Fig. 1: run 1, wiring heat map
(6 px per um) The die is cut into 12 by 12 equal tiles; dark purple is low, yellow is high, scaled to the fullest tile. Values are wire area over tile area, all layers added.
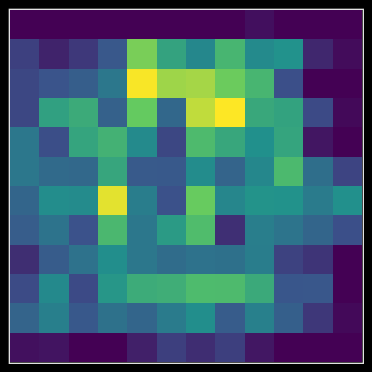
Fig. 2: run 1, where the registers sit
(6 px per um) Other sequential cells in the stronger gray, the rest of the logic in the fainter gray.
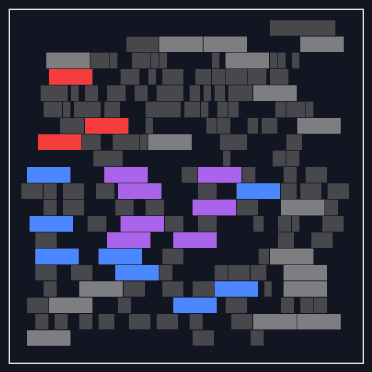
Fig. 3: run 1, placement view
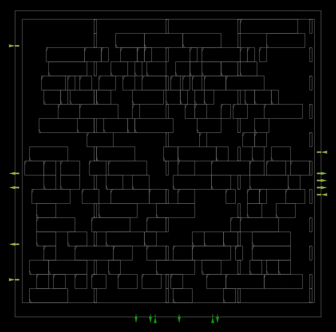
Fig. 4: run 1, cells by drive strength
(4 px per um)
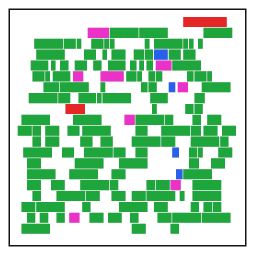
File: src/rtl/deser_pkg.sv
`default_nettype none
// ============================================================================
// Module      : deser_pkg
// Description : Shared constants, state encoding and helpers for the serial
//               byte deserializer.
// Revision    : 1.0 - initial release
// ============================================================================
package deser_pkg;

    localparam int         BITS_PER_BYTE     = 8;
    localparam logic [7:0] DEFAULT_SYNC_WORD = 8'hA5;
    localparam int         DEFAULT_TIMEOUT   = 64;

    // Receiver state encoding; HUNT is only reachable in the sync-word build
    typedef enum logic [1:0] {
        IDLE = 2'd0,
        HUNT = 2'd1,
        RECV = 2'd2
    } state_t;

    // Shift one serial bit into the byte window, MSB first
    function automatic logic [BITS_PER_BYTE-1:0] shift_in(
        input logic [BITS_PER_BYTE-1:0] cur,
        input logic                     b
    );
        return {cur[BITS_PER_BYTE-2:0], b};
    endfunction

endpackage
`default_nettype wire

File: src/rtl/sync_edge_detect.sv
`default_nettype none
// ============================================================================
// Module      : sync_edge_detect
// Description : Two-flop synchronizer for an asynchronous strobe plus a
//               companion level signal. Produces a registered rising-edge
//               pulse of the strobe and the level signal delayed by the same
//               amount, so the two outputs stay cycle-aligned.
// Revision    : 1.0 - initial release
// ============================================================================
module sync_edge_detect (
    input  logic clk,
    input  logic rst,           // synchronous, active-low
    input  logic i_edge_src,    // asynchronous strobe (edge detected)
    input  logic i_level_src,   // asynchronous level carried alongside
    output logic o_rise,        // one-cycle pulse per strobe rising edge
    output logic o_level        // level sampled with the edge
);

    logic r_edge_s1;
    logic r_edge_s2;
    logic r_edge_s3;
    logic r_lvl_s1;
    logic r_lvl_s2;
    logic r_rise;
    logic r_level;

    // Synchronize both inputs, detect the strobe edge and register it with the level
    always_ff @(posedge clk) begin
        if (!rst) begin
            r_edge_s1 <= 1'b0;
            r_edge_s2 <= 1'b0;
            r_edge_s3 <= 1'b0;
            r_lvl_s1  <= 1'b0;
            r_lvl_s2  <= 1'b0;
            r_rise    <= 1'b0;
            r_level   <= 1'b0;
        end else begin
            r_edge_s1 <= i_edge_src;
            r_edge_s2 <= r_edge_s1;
            r_edge_s3 <= r_edge_s2;
            r_lvl_s1  <= i_level_src;
            r_lvl_s2  <= r_lvl_s1;
            r_rise    <= r_edge_s2 & ~r_edge_s3;
            r_level   <= r_lvl_s2;
        end
    end

    assign o_rise  = r_rise;
    assign o_level = r_level;

endmodule
`default_nettype wire

File: src/rtl/deserializer.sv
`default_nettype none
// ============================================================================
// Module      : deserializer
// Description : Rebuilds MSB-first serial bytes (rxclk/rx) in the clk domain
//               and presents them on a valid/ready interface. Partial bytes
//               are dropped after TIMEOUT clk cycles without an rxclk edge.
//               Optional macro DESER_SYNC_EN adds a HUNT state that waits for
//               SYNC_WORD before byte framing starts.
// Revision    : 1.0 - initial release
// ============================================================================
module deserializer
    import deser_pkg::*;
#(
    parameter int         TIMEOUT   = DEFAULT_TIMEOUT
`ifdef DESER_SYNC_EN
   ,parameter logic [7:0] SYNC_WORD = DEFAULT_SYNC_WORD
`endif
) (
    input  logic       clk,
    input  logic       rst,       // synchronous, active-low
    input  logic       en,
    input  logic       rxclk,
    input  logic       rx,
    input  logic       ready,
    output logic [7:0] data,
    output logic       valid,
    output logic       overrun
);

    localparam int CNT_W = $clog2(BITS_PER_BYTE);
    localparam int TMO_W = $clog2(TIMEOUT + 1);

    localparam logic [CNT_W-1:0] c_last_bit = CNT_W'(BITS_PER_BYTE - 1);
    localparam logic [TMO_W-1:0] c_tmo_max  = TMO_W'(TIMEOUT);

    state_t                   r_state;
    logic [BITS_PER_BYTE-1:0] r_shift;
    logic [CNT_W-1:0]         r_bit_cnt;
    logic [TMO_W-1:0]         r_tmo;
    logic [7:0]               r_data;
    logic                     r_valid;
    logic                     r_overrun;

    logic                     w_rise;
    logic                     w_rx;
    logic [BITS_PER_BYTE-1:0] w_window;
    logic [TMO_W-1:0]         w_tmo_inc;

    sync_edge_detect u_sync (
        .clk         (clk),
        .rst         (rst),
        .i_edge_src  (rxclk),
        .i_level_src (rx),
        .o_rise      (w_rise),
        .o_level     (w_rx)
    );

    assign w_window  = shift_in(r_shift, w_rx);
    assign w_tmo_inc = (r_tmo == c_tmo_max) ? c_tmo_max : r_tmo + TMO_W'(1);

    // Receive FSM: framing, byte hand-off, overrun flag and gap timeout
    always_ff @(posedge clk) begin
        if (!rst) begin
            r_state   <= IDLE;
            r_shift   <= '0;
            r_bit_cnt <= '0;
            r_tmo     <= '0;
            r_data    <= '0;
            r_valid   <= 1'b0;
            r_overrun <= 1'b0;
        end else begin
            // Consumer handshake; a byte loaded below in the same cycle wins
            if (r_valid && ready) begin
                r_valid <= 1'b0;
            end

            if (!en) begin
                // Any partial byte is abandoned; pending output stays drainable
                r_state   <= IDLE;
                r_shift   <= '0;
                r_bit_cnt <= '0;
                r_tmo     <= '0;
            end else begin
                case (r_state)
                    IDLE: begin
                        r_shift   <= '0;
                        r_bit_cnt <= '0;
                        r_tmo     <= '0;
`ifdef DESER_SYNC_EN
                        r_state   <= HUNT;
`else
                        r_state   <= RECV;
`endif
                    end
`ifdef DESER_SYNC_EN
                    HUNT: begin
                        // Slide the window bit by bit until the alignment byte appears
                        if (w_rise) begin
                            r_tmo   <= '0;
                            r_shift <= w_window;
                            if (w_window == SYNC_WORD) begin
                                r_state   <= RECV;
                                r_bit_cnt <= '0;
                            end
                        end else begin
                            r_tmo <= w_tmo_inc;
                        end
                    end
`endif
                    RECV: begin
                        if (w_rise) begin
                            r_tmo   <= '0;
                            r_shift <= w_window;
                            if (r_bit_cnt == c_last_bit) begin
                                r_bit_cnt <= '0;
                                if (!r_valid || ready) begin
                                    r_data  <= w_window;
                                    r_valid <= 1'b1;
                                end else begin
                                    r_overrun <= 1'b1;
                                end
                            end else begin
                                r_bit_cnt <= r_bit_cnt + CNT_W'(1);
                            end
                        end else begin
                            r_tmo <= w_tmo_inc;
                            // Line went quiet mid-byte: drop the fragment and re-frame
                            if ((w_tmo_inc == c_tmo_max) && (r_bit_cnt != '0)) begin
                                r_bit_cnt <= '0;
                                r_shift   <= '0;
`ifdef DESER_SYNC_EN
                                r_state   <= HUNT;
`endif
                            end
                        end
                    end
                    default: begin
                        r_state <= IDLE;
                    end
                endcase
            end
        end
    end

    assign data    = r_data;
    assign valid   = r_valid;
    assign overrun = r_overrun;

endmodule
`default_nettype wire

File: config.mk
export PLATFORM = sky130hd
export DESIGN_NAME = deserializer
export DESIGN_NICKNAME = d
export VERILOG_FILES = /design/src/rtl/deser_pkg.sv /design/src/rtl/sync_edge_detect.sv /design/src/rtl/deserializer.sv
export SDC_FILE = /design/constraint.sdc
export NUM_CORES = 1
export LEC_CHECK = 0
export CAP_MARGIN = 40
export CELL_PAD_IN_SITES_DETAIL_PLACEMENT = 0
export CELL_PAD_IN_SITES_GLOBAL_PLACEMENT = 1
export CORE_MARGIN = 1
export CORE_UTILIZATION = 42
export DETAILED_ROUTE_END_ITERATION = 8
export GPL_TIMING_DRIVEN = 0
export PLACE_DENSITY_LB_ADDON = 0.08
export SLEW_MARGIN = 20
export SYNTH_ARGS = -nofsm -noshare
export SYNTH_HDL_FRONTEND = slang
export SYNTH_SLANG_ARGS = --single-unit
File: constraint.sdc
create_clock -name clk -period 2.2 [get_ports clk]
set_input_delay 0.33 -clock clk [delete_from_list [all_inputs] [get_ports clk]]
set_output_delay 0.33 -clock clk [all_outputs]
set_load 0.01 [all_outputs]
==> metrics.yaml, run 1 <==
hp-start: "u_sync.r_edge_s3"
pre_cts_slack_ns: 0.223
pin_count: 16
fin_worst_skew_ns: 0.00878
die_w_um: 58.8
setup_tns_ns: 0
overflow: 0
setup_viol_count_final: 0
hold_viol: 0
synth_cell_types: 33
path_cells: "inv_1 > ha_1 > nor4b_1 > mux2_4 > a21oi_4 > mux2_1"
dp_cells: 184
first_pass_iters: 4
synth_cells: 125
grt_pass1_wl_mm: 3.64
yosysSeqAreaShare_pct: 51.8
critPathCaptureType: "register"
clock-sinks: 35
syn_area_per_cell_um2: 10.8
endpoint: "r_bit_cnt[0]"
fin_hold_ws_ns: 0.395
reg2reg_depth: 6
warnings: 28
yosysCellCount: 125
fmax_mhz: 542
mi_logic_area_um2: 608
worstSkewPairLatency_ns: 0.34
die-area_um2: 3450
cts_resized: 0
hp-class: "reg2reg"
numCtsBuffers: 5
syn_area_um2: 1350
postSynth.asyncResetShare_pct: 0
grt_pass1_vias: 848
wire_per_inst_um: 11.1
final_nets: 158
clk_pin_slew_ns: 0.11
antenna_left: 0
status: "finished, final reports clean"
route.detailed.drc: 0
timing.rr.end: "r_bit_cnt[0]"
setup_ws_ns: 0.354
hold_end: "u_sync.o_rise"
clk_path_buf_depth: 2
fin_crit_sh_pct: 83.9
vias_per_cell: 4.77
ys.flops: 35
wirelength_mm: 2.13
place.gp.congestion: 0.765
rsz0062_at_grt: "no"
min_period_ns: 1.85
htreeDepth: 2
Notes on Fig. 1 above:
- nearly empty tiles: 15%
- densest ninth of the die: top center
- mean over tiles: 0.099
- fullest tile: 0.28
- tiles over half the peak: 25%

Notes on Fig. 2 above:
- r_shift: purple (sequential cells 7)
- data: blue (sequential cells 8)
- r_bit_cnt: red (sequential cells 3)
- not colored: 17
Seq/total area: 42.6%
Sequential Area: 701 um2
Seq. pwr: 0.642 mW
Layout Utilization: 53.9%

Notes on Fig. 3 above:
core area: 3050 um2
FF+latch count: 35
Rows: 20
num tapcells: 44

Notes on Fig. 4 above:
- x6 and larger: red (cells 2; share 1.4%)
- x2: blue (cells 4; share 2.7%)
- x3 and x4: magenta (cells 8; share 5.4%)
- x1 and smaller: green (cells 134; share 91%)

-- run 1: worst max-delay path, delay by kind of cell, from the launching register on --
kind / cells / cell delay (ns)
multiplexers: 2 / 0.52
adder cells (fa/ha/maj): 1 / 0.33
AND-OR/OR-AND: 1 / 0.09
AND/OR/NAND/NOR: 1 / 0.31
buffers and inverters: 1 / 0.08
flip-flops: 1 / 0.42
-- run 1: cells in the mapped netlist (3+ instances only) --
library cell	number	area share, %
nor2b_1	11	5.1
inv_1	6	1.7
nor2_1	9	2.5
and2_1	7	3.2
mux2i_1	8	5.9
nand3_1	3	1.1
dfxtp_1	35	52
ha_1	5	4.6
xnor2_1	5	3.2
a22o_1	9	5.8
-- run 1: metal layers --
| metal | part of all wire [%] | vias up | track usage [%] |
|---|---|---|---|
| met1 | 51 | 423 | 18.5 |
| met4 | 2.3 | 0 | 8.16 |
| met3 | 5.0 | 6 | 7.25 |
| li1 | - | 471 | - |
| met2 | 41 | 15 | 20.8 |
| met5 | 0 | - | 0 |
-- run 1: cell type report --
class	instances	area share [%]
Sequential cell	35	42.6
Buffer	5	1.29
Clock buffer	6	3.12
Clock inverter	2	2.13
Multi-Input combinational cell	79	37.0
Timing Repair Buffer	15	9.13
Inverter	6	1.37
Tap cell	44	3.35
-- run 1: registers in the layout, indices dropped and copies added, names as in the netlist --
signal / count
data: 8
overrun: 1
r_bit_cnt: 3
r_shift: 7
r_state: 1
r_tmo: 7
u_sync.o_level: 1
u_sync.o_rise: 1
u_sync.r_edge_s1: 1
u_sync.r_edge_s2: 1
u_sync.r_edge_s3: 1
u_sync.r_lvl_s1: 1
u_sync.r_lvl_s2: 1
valid: 1
-- run 1: cells by family after synthesis --
| family | after synthesis | synth area share (%) |
|---|---|---|
| multiplexers | 10 | 7.86 |
| buffers and inverters | 11 | 3.24 |
| XOR/XNOR | 6 | 3.89 |
| adder cells (fa/ha/maj) | 5 | 4.63 |
| AND/OR/NAND/NOR | 42 | 18.4 |
| AND-OR/OR-AND | 16 | 10.2 |
| flip-flops | 35 | 51.8 |
-- run 1: power breakdown --
| group | total (mW) | switching, mW | leakage, nW | internal (mW) |
|---|---|---|---|---|
| logic | 0.0265 | 0.0107 | 0.269 | 0.0158 |
| clock network | 0.480 | 0.211 | 0.0482 | 0.268 |
| registers | 0.642 | 0.00270 | 0.283 | 0.640 |
-- run 1: stage by stage --
stage	cell area (um2)	power, mW
2_1_floorplan	1350	0.670
3_3_place_gp	1560	0.684
3_5_place_dp	1560	0.684
4_1_cts	1640	1.17
5_1_grt	1640	1.20
6_report	1640	1.15
-- run 1: cell usage in the layout, fill, tap and decap left out, types with 2 or more instances in the layout --
master,Yosys,routed
mux2i_1,8,8
clkbuf_4,0,5
inv_1,6,6
clkdlybuf4s50_1,0,15
and2_1,7,7
xnor2_1,5,5
nand4_1,2,2
dfxtp_1,35,35
nand3_1,3,3
nor2_1,9,9
nor2b_1,11,11
nand3b_1,2,2
buf_2,2,2
ha_1,5,5
clkbuf_1,2,2
a22o_1,9,9
--- run 2 (diff from run 1) ---
clock period = 1.7 ns   (was 2.2 ns; I/O delays follow)
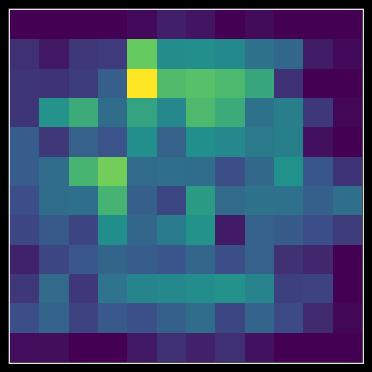
Fig. 5. Wiring heat map (run 2).
(6 px per um) The die is cut into 12 by 12 equal tiles; dark purple is low, yellow is high, scaled to the fullest tile. Values are wire area over tile area, all layers added.
- densest ninth of the die: top center
- mean over tiles: 0.11
- fullest tile: 0.38
- nearly empty tiles: 14%
- tiles over half the peak: 13%
- emptiest ninth of the die: lower right

==> run 2 against run 1 <==
Sequential cell count did not move. Global-route usage rose by 0.60 points. Core utilization rose by 2.9 points. Via count rose by 2.5%. Power rose by 30%. Design area rose by 5.3%. Wire length rose by 7.7%. Critical path type unchanged.
==> metrics.yaml, run 2 <==
synth_cell_types: 33  # unchanged
fin_hold_ws_ns: 0.395  # +0.00000800 ns
hold_viol: 0  # unchanged
die-area_um2: 3450  # unchanged
synth_cells: 125  # unchanged
critPathCaptureType: "register"
antenna_left: 0  # unchanged
syn_area_per_cell_um2: 10.8  # unchanged
synthTopCellsByCount: "35 x dfxtp_1, 11 x nor2b_1, 9 x a22o_1, 9 x nor2_1, 8 x mux2i_1"
yosysSeqAreaShare_pct: 51.8  # unchanged
fin_crit_sh_pct: 96.5  # +13 points
htreeDepth: 2  # unchanged
syn_area_um2: 1350  # unchanged
min_period_ns: 1.64  # -0.205 ns
rsz0062_at_grt: "no"
postSynth.asyncResetShare_pct: 0  # unchanged
clk_pin_slew_ns: 0.11  # about the same
layout_top_cell: "dfxtp_1"
row_count: 20  # unchanged
die_w_um: 58.8  # unchanged
setup_viol_count_final: 0  # unchanged
hold_end: "u_sync.o_rise"
core_area_um2: 3050  # unchanged
warnings: 29  # +3.6%
topCellsByArea: "dfxtp_1 52%, mux2i_1 5.9%, a22o_1 5.8%"
hp-start: "u_sync.r_edge_s3"
synth_top_cell_by_count: "dfxtp_1"
fmax_mhz: 609  # +13%
p_seq_share_pct: 55.6  # -0.3 points
wirelength_mm: 2.29  # +7.7%
status: "finished, final reports clean"
p_int_mw: 1.20  # +29%
ys.flops: 35  # unchanged
yosysCellCount: 125  # unchanged
power_mw: 1.49  # +30%
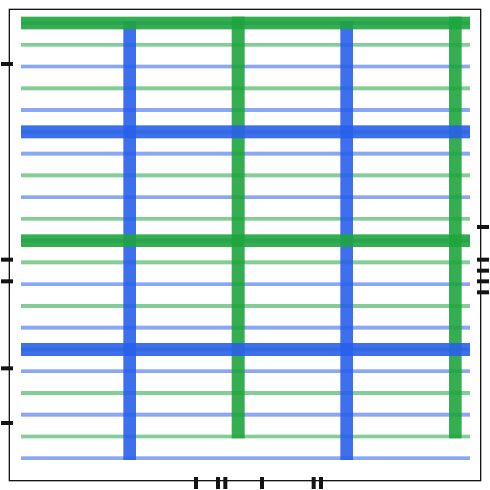
Fig. 6. Supply network (run 2).
(8 px per um) Pins as bars on the die edge.
- VDD: green
- VSS: blue
- rows: 20
- met5 straps: 4
- signal pins: 16
- met4 straps: 4

run 2: cell counts after synthesis:
No cell type changed its count.
run 2: power by group through the flow:
stage / Combinational [mW] / Clock [mW] / Sequential, mW
after floorplan: 0.0180 / 0 / 0.849
after global placement: 0.0347 / 0 / 0.850
after detailed placement: 0.0350 / 0 / 0.850
after CTS: 0.0387 / 0.651 / 0.831
after global routing: 0.0440 / 0.679 / 0.831
final: 0.0396 / 0.623 / 0.829
run 2: per-stage QoR:
stage	setup slack [ns]	util (%)	cells	area, um2	TNS (ns)
global route	0.000249	56.7	192	1730	0
floorplan	0.0169	-	125	1350	0
finish	0.0590	56.7	192	1730	0
detailed placement	-0.202	51.0	184	1560	-2.34
global placement	-0.198	51.0	184	1560	-2.34
CTS	-0.0229	55.4	193	1690	-0.0229
run 2: per-layer routing:
layer  vias to the layer above  track usage (%)  wire [um]
li1                        475                -          -
met4                         0             8.16         49
met3                         6             7.25        111
met5                         -                0          0
met2                        15             22.2        964
met1                       442             19.1       1160
run 2: worst max path at each step:
stage            startpoint      endpoint  slack (ns)  cells after the start
2_1_floorplan      r_tmo[0]  r_bit_cnt[0]        0.02                      6
3_3_place_gp            rst  r_bit_cnt[0]       -0.20                      5
3_5_place_dp            rst    r_shift[1]       -0.20                      5
4_1_cts            r_tmo[0]  r_bit_cnt[0]       -0.02                      7
5_1_grt        r_bit_cnt[0]  r_bit_cnt[0]      0.0002                      7
6_report           r_tmo[1]  r_bit_cnt[0]        0.06                      6
run 2: cell families after synthesis:
group                      Yosys count  synth area share [%]
and+or+nand+nor                     42                  18.4
DFF                                 35                  51.8
AOI/OAI and AO/OA                   16                  10.2
buffers and inverters               11                  3.24
muxes                               10                  7.86
xor gates and xnor gates             6                  3.89
adders and majority gates            5                  4.63
run 2: timing repair:
| item | 4_1_cts | 5_1_grt |
|---|---|---|
| pin swaps | 1 | 4 |
| buffers inserted | 0 | 1 |
| cloned | 1 | 0 |
| gates resized | 7 | 14 |
| setup endpoints to repair | 10 | 17 |
run 2: area by class of cell:
class / count / area (um2) / share of cell area [%]
timing repair buffer: 16 / 158 / 9.10
clock buffer: 6 / 51.3 / 2.96
clock inverter: 2 / 35.0 / 2.02
sequential: 35 / 711 / 41.0
tap: 44 / 55.1 / 3.18
multi-input combinational: 80 / 684 / 39.5
buffer: 3 / 15.0 / 0.867
inverter: 6 / 22.5 / 1.30
run 2: worst max-delay path, cell delays in order, from the launching register on:
cell	delay, ns
dfxtp_4	0.38
ha_4	0.18
xnor2_1	0.13
nor4_2	0.26
mux2_4	0.23
a21oi_4	0.08
mux2_4	0.27
No activity file was given, so power comes from the tool's default toggle rates.
